### src/rtl/cmp_pkg.sv
// ---------------------------------------------------------------------------
// cmp_pkg
// Shared types and the result decode for the pipelined comparator.
//   cmp_op_t    : 3-bit operation select (signed order, unsigned order, eq/ne)
//   cmp_flags_t : the three primitive relations computed once per operand pair
//   cmp_decode  : maps the primitive relations plus an op to the 1-bit result
// ---------------------------------------------------------------------------
package cmp_pkg;

  typedef enum logic [2:0] {
    OP_SLT = 3'd0,
    OP_SLE = 3'd1,
    OP_SGT = 3'd2,
    OP_SGE = 3'd3,
    OP_ULT = 3'd4,
    OP_ULE = 3'd5,
    OP_EQ  = 3'd6,
    OP_NE  = 3'd7
  } cmp_op_t;

  // Every supported op is a boolean function of these three relations, so the
  // wide comparison happens once at the front and only 3 bits travel the pipe.
  typedef struct packed {
    logic lt_s;
    logic lt_u;
    logic eq;
  } cmp_flags_t;

  function automatic logic cmp_decode(input cmp_flags_t flags, input cmp_op_t sel);
    logic res;
    case (sel)
      OP_SLT:  res = flags.lt_s;
      OP_SLE:  res = flags.lt_s | flags.eq;
      OP_SGT:  res = ~(flags.lt_s | flags.eq);
      OP_SGE:  res = ~flags.lt_s;
      OP_ULT:  res = flags.lt_u;
      OP_ULE:  res = flags.lt_u | flags.eq;
      OP_EQ:   res = flags.eq;
      OP_NE:   res = ~flags.eq;
      // NOTE: a default arm keeps the decode fully specified even though all
      // eight codes are listed, so no tool can infer a latch or an X path.
      default: res = 1'b0;
    endcase
    return res;
  endfunction

endpackage

### src/rtl/cmp_pipe_stage.sv
// ---------------------------------------------------------------------------
// cmp_pipe_stage
// One valid/ready register slice carrying comparison flags and the op.
// The slice loads whenever it is empty or its current entry is leaving.
//   CLK        : clock, rising edge
//   ASYNCRESET : asynchronous active-high reset, clears valid, flags and op
//   in_valid   : upstream entry present
//   in_flags   : upstream flags
//   in_op      : upstream op
//   out_valid  : this slice holds an entry
//   out_ready  : downstream accepts this slice's entry this cycle
//   out_flags  : held flags
//   out_op     : held op
// ---------------------------------------------------------------------------
module cmp_pipe_stage
  import cmp_pkg::*;
(
  input  logic       CLK,
  input  logic       ASYNCRESET,
  input  logic       in_valid,
  input  cmp_flags_t in_flags,
  input  cmp_op_t    in_op,
  output logic       out_valid,
  input  logic       out_ready,
  output cmp_flags_t out_flags,
  output cmp_op_t    out_op
);

  logic load;

  assign load = ~out_valid | out_ready;

  // NOTE: sequential state uses non-blocking assignments so every slice samples
  // its upstream neighbour's pre-edge value and the chain shifts by one place.
  always_ff @(posedge CLK or posedge ASYNCRESET) begin
    if (ASYNCRESET) begin
      out_valid <= 1'b0;
      // NOTE: the payload is reset too, not just valid, so the decoded output
      // reads a defined 0 while the pipe is empty after reset.
      out_flags <= '0;
      out_op    <= OP_SLT;
    end else if (load) begin
      out_valid <= in_valid;
      if (in_valid) begin
        out_flags <= in_flags;
        out_op    <= in_op;
      end
    end
  end

endmodule

### src/rtl/cmp_pipe.sv
// ---------------------------------------------------------------------------
// cmp_pipe
// Pipelined comparator with runtime op select and valid/ready on both sides.
// The front computes signed-less, unsigned-less and equal; STAGES register
// slices carry them with the op; the output decodes the last slice.
//   WIDTH  : operand width, 1..64
//   STAGES : register slices, 1..4 (latency and capacity)
//   CLK        : clock, rising edge
//   ASYNCRESET : asynchronous active-high reset, discards in-flight entries
//   I0, I1     : left and right operands
//   op         : operation select (cmp_op_t encoding)
//   in_valid   : operands valid
//   in_ready   : block accepts a transfer this cycle (combinational)
//   O          : comparison result
//   out_valid  : O is valid
//   out_ready  : consumer accepts O this cycle
// ---------------------------------------------------------------------------
module cmp_pipe
  import cmp_pkg::*;
#(
  parameter int WIDTH  = 7,
  parameter int STAGES = 2
) (
  input  logic             CLK,
  input  logic             ASYNCRESET,
  input  logic [WIDTH-1:0] I0,
  input  logic [WIDTH-1:0] I1,
  input  logic [2:0]       op,
  input  logic             in_valid,
  output logic             in_ready,
  output logic             O,
  output logic             out_valid,
  input  logic             out_ready
);

  cmp_flags_t  flags_in;
  logic [STAGES:0] vld;
  cmp_flags_t  flags_chain [STAGES+1];
  cmp_op_t     op_chain    [STAGES+1];

  always_comb begin
    flags_in      = '0;
    flags_in.lt_s = $signed(I0) < $signed(I1);
    flags_in.lt_u = I0 < I1;
    flags_in.eq   = I0 == I1;
  end

  assign vld[0]         = in_valid;
  assign flags_chain[0] = flags_in;
  assign op_chain[0]    = cmp_op_t'(op);

  // A slice's downstream is ready unless every slice from there to the output
  // is occupied and the consumer is stalling. Writing this directly from the
  // valid bits avoids a ready signal rippling through its own vector.
  for (genvar i = 0; i < STAGES; i++) begin : g_stage
    logic dn_ready;

    if (i == STAGES - 1) begin : g_last
      assign dn_ready = out_ready;
    end else begin : g_mid
      assign dn_ready = out_ready | ~(&vld[STAGES:i+2]);
    end

    cmp_pipe_stage u_stage (
      .CLK       (CLK),
      .ASYNCRESET(ASYNCRESET),
      .in_valid  (vld[i]),
      .in_flags  (flags_chain[i]),
      .in_op     (op_chain[i]),
      .out_valid (vld[i+1]),
      .out_ready (dn_ready),
      .out_flags (flags_chain[i+1]),
      .out_op    (op_chain[i+1])
    );
  end

  // Equivalent to !v1 | advance1: the front slice can take a new entry unless
  // the whole pipe is full and the consumer is stalling.
  assign in_ready  = out_ready | ~(&vld[STAGES:1]);
  assign out_valid = vld[STAGES];
  assign O         = cmp_decode(flags_chain[STAGES], op_chain[STAGES]);

endmodule

### config.mk
export PLATFORM = sky130hd
export DESIGN_NAME = cmp_pipe
export DESIGN_NICKNAME = d
export VERILOG_FILES = /design/src/rtl/cmp_pkg.sv /design/src/rtl/cmp_pipe_stage.sv /design/src/rtl/cmp_pipe.sv
export SDC_FILE = /design/constraint.sdc
export NUM_CORES = 1
export LEC_CHECK = 0
export CAP_MARGIN = 20
export CORE_MARGIN = 1
export CORE_UTILIZATION = 45
export DETAILED_ROUTE_END_ITERATION = 16
export PLACE_DENSITY = 0.77
export SLEW_MARGIN = 25
export SYNTH_ARGS = -nofsm -noshare
export SYNTH_HDL_FRONTEND = slang
export SYNTH_SLANG_ARGS = --single-unit
### constraint.sdc
create_clock -name CLK -period 3 [get_ports CLK]
set_clock_uncertainty 0.15 [all_clocks]
set_input_delay 0.75 -clock CLK [delete_from_list [all_inputs] [get_ports CLK]]
set_output_delay 0.75 -clock CLK [all_outputs]
set_load 0.05 [all_outputs]
Figure 1. PDN straps and rails.
The bar under the picture is 10 um long. Pins as bars on the die edge.
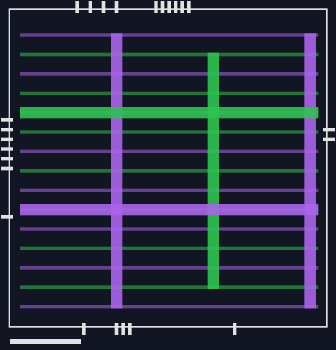
Key: green = VDD; purple = VSS
3 straps on met4. 2 straps on met5. The core has 14 rows. 24 signal pins sit on the boundary. 15 met1 rails follow the rows.
area inside the core boundary: 1594 sq um
DIE WIDTH: 44.32 um
vertical die dimension: 44.32 um

Figure 2. Placed cells, one colour a class.
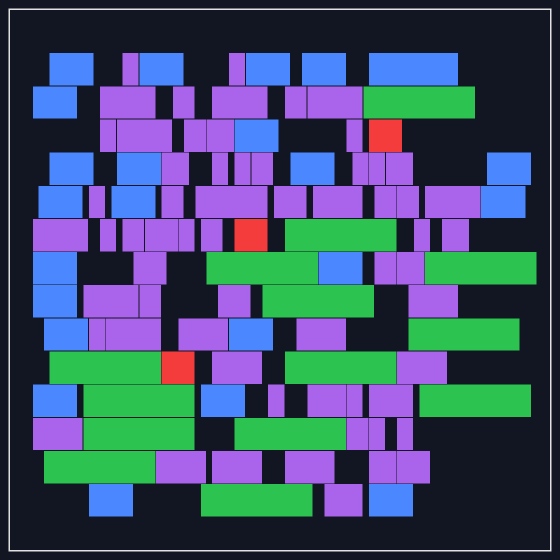
Key: green = flip-flops [cells 14, share of their area 33%]; blue = other buffers and delay cells [cells 23, share of their area 22%]; purple = all other logic [cells 62, share of their area 43%]; red = cells driving clock nets [cells 3, share of their area 2.1%]

Figure 3. Routed clock nets over the placement.
The bar under the picture is 10 um long.
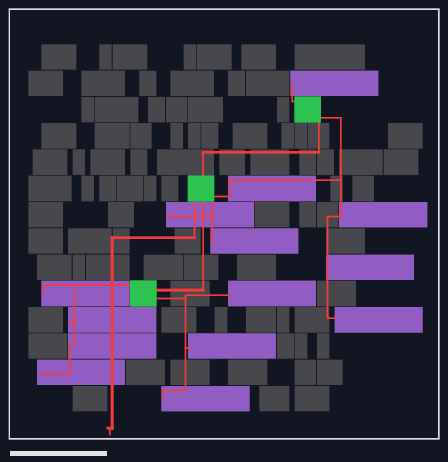
Key: green = cells driving clock nets [count 3]; red = clock wires [length 174 um]; purple = flip-flops [count 14]
There are 4 routed clock nets.

==> notes.md <==
Flow results are below.

- The run finished with clean final reports.
- The synthesis-to-layout area growth is 36.33%, for reference.
- The kind of start point of the critical path is a flop, for reference.
- After synthesis, the mean cell area works out to about 11 sq um.
- The insertion delay at the late pin of the worst-skew pair is 0.28 ns, for reference.
- The startpoint of the lowest-slack hold path is g_stage[0].u_stage.out_valid, for reference.
- The met1 track utilization from global routing is 24.35%, for reference.
- On the worst path, the slowest cell contributes a delay of 0.69 ns.
- For this design the ratio of total power to cell area is 487.1 nW/um^2.
- For this run, the number of standard cells in the final layout without fillers is 126.
- The count of antenna-violating nets left after detailed routing is 0, for reference.
- The post-layout minimum cycle time is a little under 3 ns, for reference.
- The number of global-route vias before repair is 671, for reference.
- Data arrives at the worst endpoint at 1.98 ns.
- After clock tree synthesis, the clock-pin slew on the worst setup and hold paths is 0.08 ns.
- The leakage component of the power was reported as 0.5060 nW.
- The cell count listed in synth_stat.txt is 76, for reference.
- Routed signal wires occupy layers up through met4.
- The sequential power reported by the tool is 0.248 mW.
- The internal reg-to-reg setup slack is 1.63 ns, for reference.
- The sum of negative setup slack is 0 ns, for reference.
- sky130_fd_sc_hd__dfrtp_1 takes more of the synthesized area than any other cell.
- The commonest cells after synthesis are 14 x sky130_fd_sc_hd__dfrtp_1, 10 x sky130_fd_sc_hd__inv_1, 9 x sky130_fd_sc_hd__mux2_2, 7 x sky130_fd_sc_hd__ha_1.
- Summing all flip-flop and latch instances after layout gives 350.3 sq um.
- The number of setup violations in the final report is 0, for reference.
- The clock network area share is under 10%, for reference.
- The HPWL reported at the end of detailed placement is 1.259 mm, for reference.
- The flow reports that combinational logic draws around 35% of the design power.
- The launch point of the worst path is g_stage[1].u_stage.out_op[2], for reference.
- The logs give a warning total of 26.
- The H-tree depth reported by CTS is 1, for reference.
- Entering global routing, the biggest net connects 15 pins.
- The first global-routing pass estimated 2.863 mm of wire.
- In this run, the synthesized area fraction spent on and/or/nand/nor cells is recorded as between 10% and 20%.
- Per the detail_route report, the via count comes to 630.
- The layer with the highest usage is met2, for reference.
- The average routed wire per standard cell is 11.83 um, for reference.
- Warnings reported by Yosys during synthesis add up to 0.
- Looking at the setup timing report, the critical path kind is flop to primary output.
- The final global-route overflow total is 0, for reference.
- The initial antenna violation count is 0, for reference.
- The tree built by TritonCTS fans out to 14 sinks.
- Counting cells, the worst reg-to-reg path comes to 4.
- Per the detail_route report, DRC violations left total 0.
- The routed metal-1 wire length is just under 700 um, for reference.
- The total of plain and repair buffers excluding clock buffers is 23, for reference.
- At the end of routability-driven placement, the weighted congestion stood at approximately 0.80.
- In the post-route analysis, the smallest setup slack over all paths is 0.1199 ns.
- The layout stage reports a final design area of 1099 sq um.
- The register bit total from synthesis is 14, for reference.
- The worst-path cell with the longest stage delay is sky130_fd_sc_hd__clkdlybuf4s50_1, for reference.
- The peak supply drop is 0.3337 mV, for reference.
- The most common logic cell in the routed design is sky130_fd_sc_hd__clkdlybuf4s50_1, for reference.
- The final report gives the core utilization as between 60% and 70%.
- The detailed router reported a total wirelength of 1.490 mm.
- The netlist area before placement is approximately 810 sq um, for reference.
- The logic depth of the worst path, buffers included is 4, for reference.
- After Yosys synthesis, full adders, half adders and majority gates account for 10.87% of the synthesized area.
- The data required time at the worst endpoint is 2.10 ns, for reference.
- On the critical path the largest part of the delay comes from buffers and inverters.
- The report puts the hold buffer count at CTS at 0.
Power and IR drop assume default switching activity.
